--- src/rtl/dma_channel.sv ---
// rtl/dma_channel.sv - single-channel DMA engine moving words between a device FIFO and the bus arbiter port
module dma_channel #(
  parameter int DEPTH = 4,
  parameter int AW    = 18
) (
  input  logic          clk,
  input  logic          reset,
  input  logic          start,
  input  logic [AW-1:0] start_addr,
  input  logic [15:0]   word_count,
  input  logic          to_mem,
  input  logic          abort,
  output logic          busy,
  output logic          done,
  output logic          aborted,
  output logic [AW-1:0] cur_addr,
  output logic [15:0]   words_left,
  input  logic [15:0]   dev_wdata,
  input  logic          dev_wvalid,
  output logic          dev_wready,
  output logic [15:0]   dev_rdata,
  output logic          dev_rvalid,
  input  logic          dev_rready,
  output logic          dma_req,
  input  logic          dma_ack,
  output logic [AW-1:0] dma_addr,
  input  logic [15:0]   dma_data_in,
  output logic [15:0]   dma_data_out,
  output logic          dma_rd,
  output logic          dma_wr
);
  localparam int PW = $clog2(DEPTH);

  typedef enum logic [1:0] {S_IDLE, S_XFER, S_DRAIN, S_FIN} state_t;

  state_t        r_state;
  state_t        w_next;
  logic [AW-1:0] r_addr;
  logic [15:0]   r_words_left;
  logic [15:0]   r_push_left;
  logic          r_to_mem;
  logic          r_aborted;
  logic [15:0]   r_fifo [DEPTH];
  logic [PW-1:0] r_wptr;
  logic [PW-1:0] r_rptr;
  logic [PW:0]   r_count;

  logic          w_empty;
  logic          w_full;
  logic          w_active;
  logic          w_abort;
  logic          w_req;
  logic          w_rd;
  logic          w_wr;
  logic          w_push;
  logic          w_pop;
  logic [15:0]   w_push_data;

  assign w_empty  = (r_count == '0);
  assign w_full   = (r_count == (PW+1)'(DEPTH));
  assign w_active = (r_state == S_XFER) || (r_state == S_DRAIN);
  assign w_abort  = w_active && abort;

  always_comb begin
    w_next = r_state;
    w_req  = 1'b0;
    w_rd   = 1'b0;
    w_wr   = 1'b0;
    case (r_state)
      S_IDLE: begin
        if (start) w_next = (word_count == '0) ? S_FIN : S_XFER;
      end
      S_XFER: begin
        if (r_to_mem) begin
          w_req = !w_empty;
          w_wr  = dma_ack && !w_empty && !abort;
        end else begin
          w_req = !w_full && (r_words_left != '0);
          w_rd  = dma_ack && w_req && !abort;
        end
        if (abort) w_next = S_FIN;
        else if ((w_rd || w_wr) && (r_words_left == 16'd1)) w_next = r_to_mem ? S_FIN : S_DRAIN;
      end
      S_DRAIN: begin
        if (abort || w_empty) w_next = S_FIN;
      end
      S_FIN:   w_next = S_IDLE;
      default: w_next = S_IDLE;
    endcase
  end

  // Device pushes are limited to the latched word count so the FIFO never holds surplus words.
  assign dev_wready  = (r_state == S_XFER) && r_to_mem && !w_full && (r_push_left != '0);
  assign dev_rvalid  = w_active && !r_to_mem && !w_empty;
  assign w_push      = r_to_mem ? (dev_wvalid && dev_wready) : w_rd;
  assign w_pop       = r_to_mem ? w_wr : (dev_rvalid && dev_rready);
  assign w_push_data = r_to_mem ? dev_wdata : dma_data_in;

  always_ff @(posedge clk) begin
    if (reset) begin
      r_state      <= S_IDLE;
      r_addr       <= '0;
      r_words_left <= '0;
      r_push_left  <= '0;
      r_to_mem     <= 1'b0;
      r_aborted    <= 1'b0;
      r_wptr       <= '0;
      r_rptr       <= '0;
      r_count      <= '0;
    end else begin
      r_state <= w_next;
      if (r_state == S_IDLE && start) begin
        r_addr       <= start_addr & ~AW'(1);
        r_words_left <= word_count;
        r_push_left  <= word_count;
        r_to_mem     <= to_mem;
        r_aborted    <= 1'b0;
      end else if (w_rd || w_wr) begin
        r_addr       <= r_addr + AW'(2);
        r_words_left <= r_words_left - 16'd1;
      end
      if (w_abort) r_aborted <= 1'b1;
      if (dev_wvalid && dev_wready && !abort) r_push_left <= r_push_left - 16'd1;
      if (w_abort) begin
        r_wptr  <= '0;
        r_rptr  <= '0;
        r_count <= '0;
      end else begin
        if (w_push) r_wptr <= r_wptr + PW'(1);
        if (w_pop)  r_rptr <= r_rptr + PW'(1);
        if (w_push && !w_pop)      r_count <= r_count + (PW+1)'(1);
        else if (!w_push && w_pop) r_count <= r_count - (PW+1)'(1);
      end
    end
  end

  always_ff @(posedge clk) begin
    if (w_push && !w_abort) r_fifo[r_wptr] <= w_push_data;
  end

  assign busy         = w_active;
  assign done         = (r_state == S_FIN);
  assign aborted      = (r_state == S_FIN) && r_aborted;
  assign cur_addr     = r_addr;
  assign words_left   = r_words_left;
  assign dma_addr     = r_addr;
  assign dma_req      = w_req;
  assign dma_rd       = w_rd;
  assign dma_wr       = w_wr;
  assign dev_rdata    = r_fifo[r_rptr];
  assign dma_data_out = r_fifo[r_rptr];
endmodule

--- config.mk ---
export PLATFORM = sky130hd
export DESIGN_NAME = dma_channel
export DESIGN_NICKNAME = d
export VERILOG_FILES = /design/src/rtl/dma_channel.sv
export SDC_FILE = /design/constraint.sdc
export NUM_CORES = 1
export LEC_CHECK = 0
export ABC_AREA = 1
export CORE_UTILIZATION = 32
export DETAILED_ROUTE_END_ITERATION = 8
export PLACE_DENSITY = 0.59
export SYNTH_ARGS = -nofsm -noshare
export SYNTH_HDL_FRONTEND = slang
export SYNTH_SLANG_ARGS = --single-unit
export TNS_END_PERCENT = 100
--- constraint.sdc ---
create_clock -name clk -period 2.62 [get_ports clk]
set_input_delay 0.524 -clock clk [delete_from_list [all_inputs] [get_ports clk]]
set_output_delay 0.524 -clock clk [all_outputs]
set_load 0.01 [all_outputs]
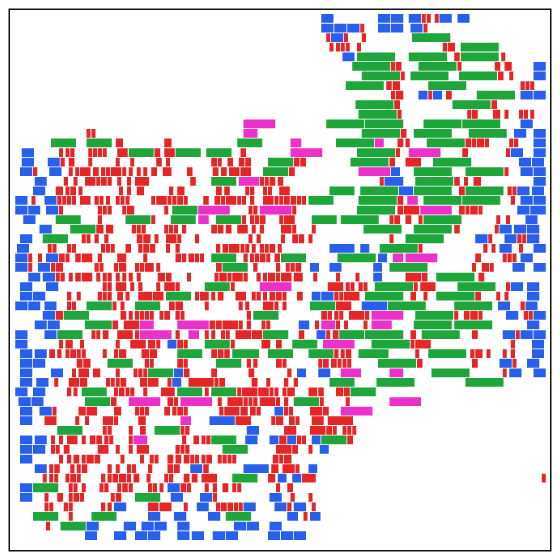
**Above:** cell classes on the final placement.
[green] flops | cells: 126 | share of their area: 34%
[magenta] clock drivers and dummy loads | cells: 32 | share of their area: 6.3%
[blue] other buffers and delay cells | cells: 190 | share of their area: 20%
[red] combinational and other logic | cells: 772 | share of their area: 40%
floorplan core area: 22,600 µm²
final core utilization: 0.431
final design area excluding fillers: 9730 µm²
floorplan row count: 55
Seq/total area: 0.326

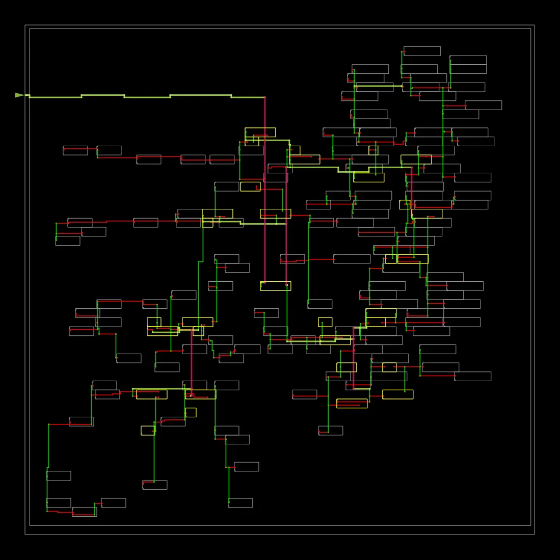
**Above:** the clock network.
flop count: 126
number of buffers created by CTS: 17
number of clock buffer instances in the layout: 17

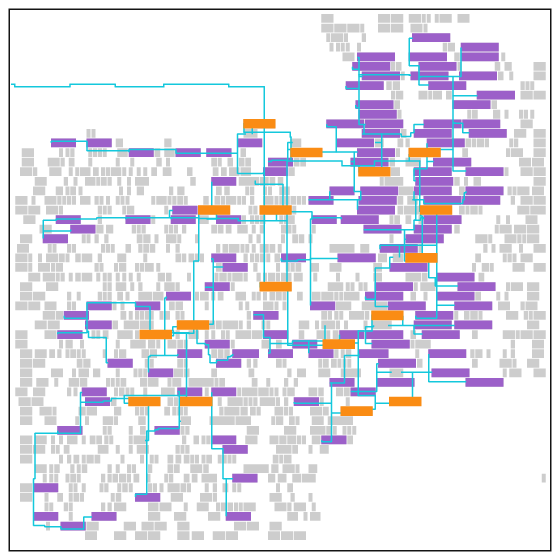
**Above:** clock distribution.
[purple] flip-flops | count: 126
[cyan] clock wires | length: 1,710 µm
[orange] clock drivers | count: 17
routed clock nets: 18

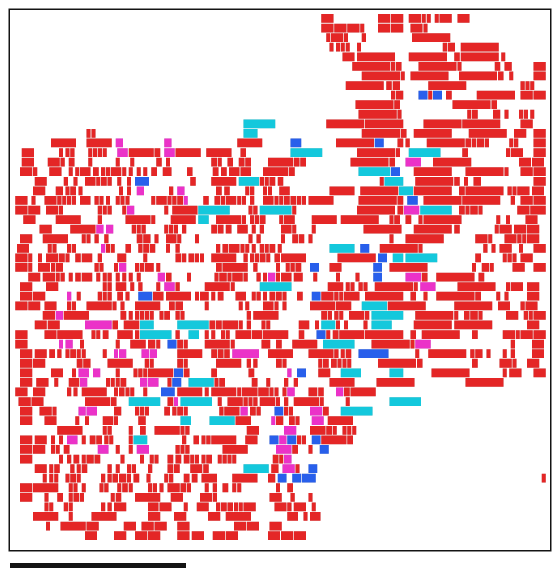
**Above:** cells by drive strength.
Bar = 50 µm.
[cyan] _6 and larger | cells: 36
[blue] _3 and _4 cells | cells: 30
[red] _0 and _1 cells | cells: 1,001
[magenta] _2 cells | cells: 53

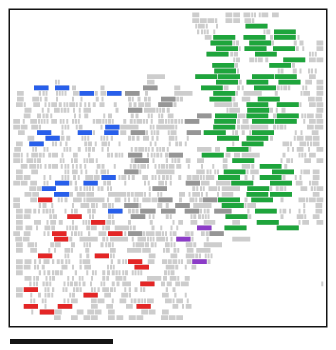
**Above:** sequential cells colored by netlist name.
Bar = 50 µm.
[purple] r_count | sequential cells: 3
[green] r_fifo | sequential cells: 64
[red] cur_addr | sequential cells: 17 | where: bottom left
[blue] words_left | sequential cells: 16
not colored: 26
total sequential power: 2.94 mW
Sequential Area: 3170 µm²

==> run notes <==
Purpose: to document the outcome of synthesis and place and route.

Run status
The run finished with clean final reports.

Route
The post-route antenna net violation count is 0. According to the report, the first pass of detailed routing completed in 5 iterations. Summed over all layers, the routed wires come to approximately 19,000 µm. The routed design shows a via density per instance of between 4 and 5.

The remaining routing DRC violations is 0. Per the detail_route report, the via count comes to between 6,000 and 7,000.

Placement
Note, the detailed placer reported a final HPWL of 13,700 µm. The number of placed instances with taps included is 1,373. Port buffering added roughly 160 buffers.

Final layout
The number of antenna diodes in the final layout is 0. The top cell types in the final layout, fill and taps aside, are sky130_fd_sc_hd__nand2_1, sky130_fd_sc_hd__clkdlybuf4s50_1, sky130_fd_sc_hd__nor2_1. The layout buffer count excluding clock buffers is between 150 and 200. The area growth from synthesis to layout is 32.8%.

Per the final report, the share of cell area in clock cells is 0.0607. The fraction of layout cells with a size suffix above 1 is 0.106. The number of non-filler instances in the completed layout is 1,405. Of the total standard cell area in the layout, the multi-input combinational portion is 0.344. Counting only logic cells after layout, the most numerous master is sky130_fd_sc_hd__nand2_1. approximately 670 cells are multi-input combinational gates.

Final timing
The highest clock frequency the design can meet is 393 MHz. The setup-violating endpoint count in the final report is 0. The post-route minimum period is 2.54 ns. The pin slew with the least headroom to its limit is 0.550 ns. Setup total negative slack on the finished layout was measured at 0 ns. Hold timing on the final database bottoms out at a slack of 0.465 ns. The post-route fraction of the period consumed by the critical path is 0.970. The worst clock skew is 0.0106 ns.

Critical path
The worst setup path is captured at an output port. The critical path's slowest stage uses the library cell sky130_fd_sc_hd__clkdlybuf4s50_1. The critical path goes through clkdlybuf4s50_1 -> inv_1 -> nor3_2 -> nand3_1 -> inv_1 -> clkdlybuf4s50_1. For the worst setup path, the data required time is 2.10 ns. The number of buffers and inverters on the critical path is 4. The worst setup path is launched from a primary input.

The highest net fanout along the worst path is 3.

Synth
The total number of yosys warnings is 0. The register area share after synthesis is 0.431. The area fraction in xor and xnor cells is 0.0323. The average cell area after synthesis is 7.57 µm².

The cell-mix breakdown from Yosys lists the adder-cell area share as 0.0300. The number of distinct standard cells referenced by the synthesized netlist is about 46. Per the synth stats, the proportion of register bits with asynchronous set or reset is 0.

The post-synthesis cell count is 968. The biggest combinational cell group after synthesis is simple AND/OR/NAND/NOR gates. The proportion of synthesized area in mux cells is 0.00273. The predominant post-synthesis flop cell is sky130_fd_sc_hd__edfxtp_1. The basic-gate share of the synthesized area counting and, or, nand and nor cells is 0.286.

Clock tree
Looking at the worst setup and hold paths, the clock pins of their registers show a slew of 0.06 ns. The number of levels in the clock H-tree is 4. The maximum root-to-sink buffer count is 2. The tree is rooted in a sky130_fd_sc_hd__clkbuf_16.

Power
The sequential share of power is 0.294. The switching power as a share of total power is 0.415. The part of the total power dissipated in the clock network is 0.231. The analysis attributes to cell leakage a power of 4.16 nW. The report lists the power per cell area as 1030 nW/µm². Looking at the group totals, the largest power group turns out to be combinational logic. The analysis reports a worst IR drop on VDD of 0.000516 V. The net switching power figure is 4.15 mW.

Floorplan
The die outline width is about 150 µm. The floorplan core density is 0.325. According to the floorplan report, the total die area is 23,500 µm².

The inserted tap cell count is 285.

Flow run
The tool flagged a number of max-cap violations equal to 0. The number of warnings in the stage logs is 37.

Global route
The number of global-route vias before repair is 6,009. The sum of overflow across all layers after global routing is 0. The initial antenna violation count is 0.

Hold path
The type of the worst min-delay path is flop to flop.
synthesized netlist by cell type, types with 2 or more instances:
cell                         n  share of area
sky130_fd_sc_hd__nand2_2     9         0.0077
sky130_fd_sc_hd__inv_1      92          0.047
sky130_fd_sc_hd__o22ai_1    16          0.014
sky130_fd_sc_hd__buf_1       4         0.0020
sky130_fd_sc_hd__mux2i_1     2         0.0027
sky130_fd_sc_hd__nand2_1   244           0.12
sky130_fd_sc_hd__nand4_1     9         0.0077
sky130_fd_sc_hd__xnor2_1     7         0.0084
sky130_fd_sc_hd__nand3_1    51          0.035
sky130_fd_sc_hd__nor2_4      2         0.0031
sky130_fd_sc_hd__nor2_1    142          0.073
sky130_fd_sc_hd__a21oi_1    32          0.022
sky130_fd_sc_hd__inv_2       7         0.0036
sky130_fd_sc_hd__and3_1      2         0.0017
sky130_fd_sc_hd__nor3_1     12         0.0082
sky130_fd_sc_hd__dfxtp_1    62           0.17
sky130_fd_sc_hd__buf_6       6         0.0092
sky130_fd_sc_hd__buf_4      38          0.039
sky130_fd_sc_hd__o211ai_1    3         0.0031
sky130_fd_sc_hd__nor3_2      4         0.0055
sky130_fd_sc_hd__or2_2       2         0.0017
sky130_fd_sc_hd__xor2_1     20          0.024
sky130_fd_sc_hd__o21ai_1     7         0.0048
sky130_fd_sc_hd__ha_1       16          0.027
sky130_fd_sc_hd__nand2_4     2         0.0031
sky130_fd_sc_hd__nor2_2     10         0.0085
sky130_fd_sc_hd__buf_2       3         0.0020
sky130_fd_sc_hd__clkbuf_1   17         0.0087
sky130_fd_sc_hd__o21a_1      3         0.0031
sky130_fd_sc_hd__edfxtp_1   64           0.26
sky130_fd_sc_hd__a21oi_2     7         0.0084
sky130_fd_sc_hd__o21ai_0    59          0.040
worst min-delay path, cell delays in order (launching register included):
cell and delay (ns):
sky130_fd_sc_hd__dfxtp_1 0.31, sky130_fd_sc_hd__nand2_1 0.06, sky130_fd_sc_hd__a21oi_1 0.05
worst paths after layout:
| kind | startpoint | end | slack, ns | cells past startpoint |
|---|---|---|---|---|
| setup / recovery | dma_ack | dma_wr | 0.08 | 6 |
| hold / removal | r_aborted | r_aborted | 0.47 | 2 |
| setup reg to reg | r_state[1] | r_count[2] | 0.26 | 14 |
| hold reg to reg | r_aborted | r_aborted | 0.47 | 2 |
routing by layer:
layer | vias to the layer above | track usage | routed length [µm]
li1 | 3367 | - | -
met1 | 2986 | 0.225 | 9240
met2 | 194 | 0.265 | 8710
met3 | 15 | 0.0354 | 1040
met4 | 0 | 0.0457 | 177
met5 | - | 0 | 0
sequential cells by signal, summed over array words and instances (netlist names), named ones only:
register	flops
r_push_left	16
r_wptr	2
r_rptr	2
r_to_mem	1
r_fifo	64
r_state	2
words_left	16
r_count	3
cur_addr	17
r_aborted	1
timing repair:
item	4_1_cts	5_1_grt
cloned	0	0
gates resized	8	12
pin swaps	0	2
endpoints found under the setup margin	35	29
metrics by stage:
step / power [mW] / area (µm²)
after global routing: 10.8 / 9730
after detailed placement: 7.70 / 9090
final: 10.0 / 9730
after global placement: 7.66 / 9090
after floorplan: 6.16 / 7340
after CTS: 10.1 / 9690
Power and IR drop assume default switching activity.
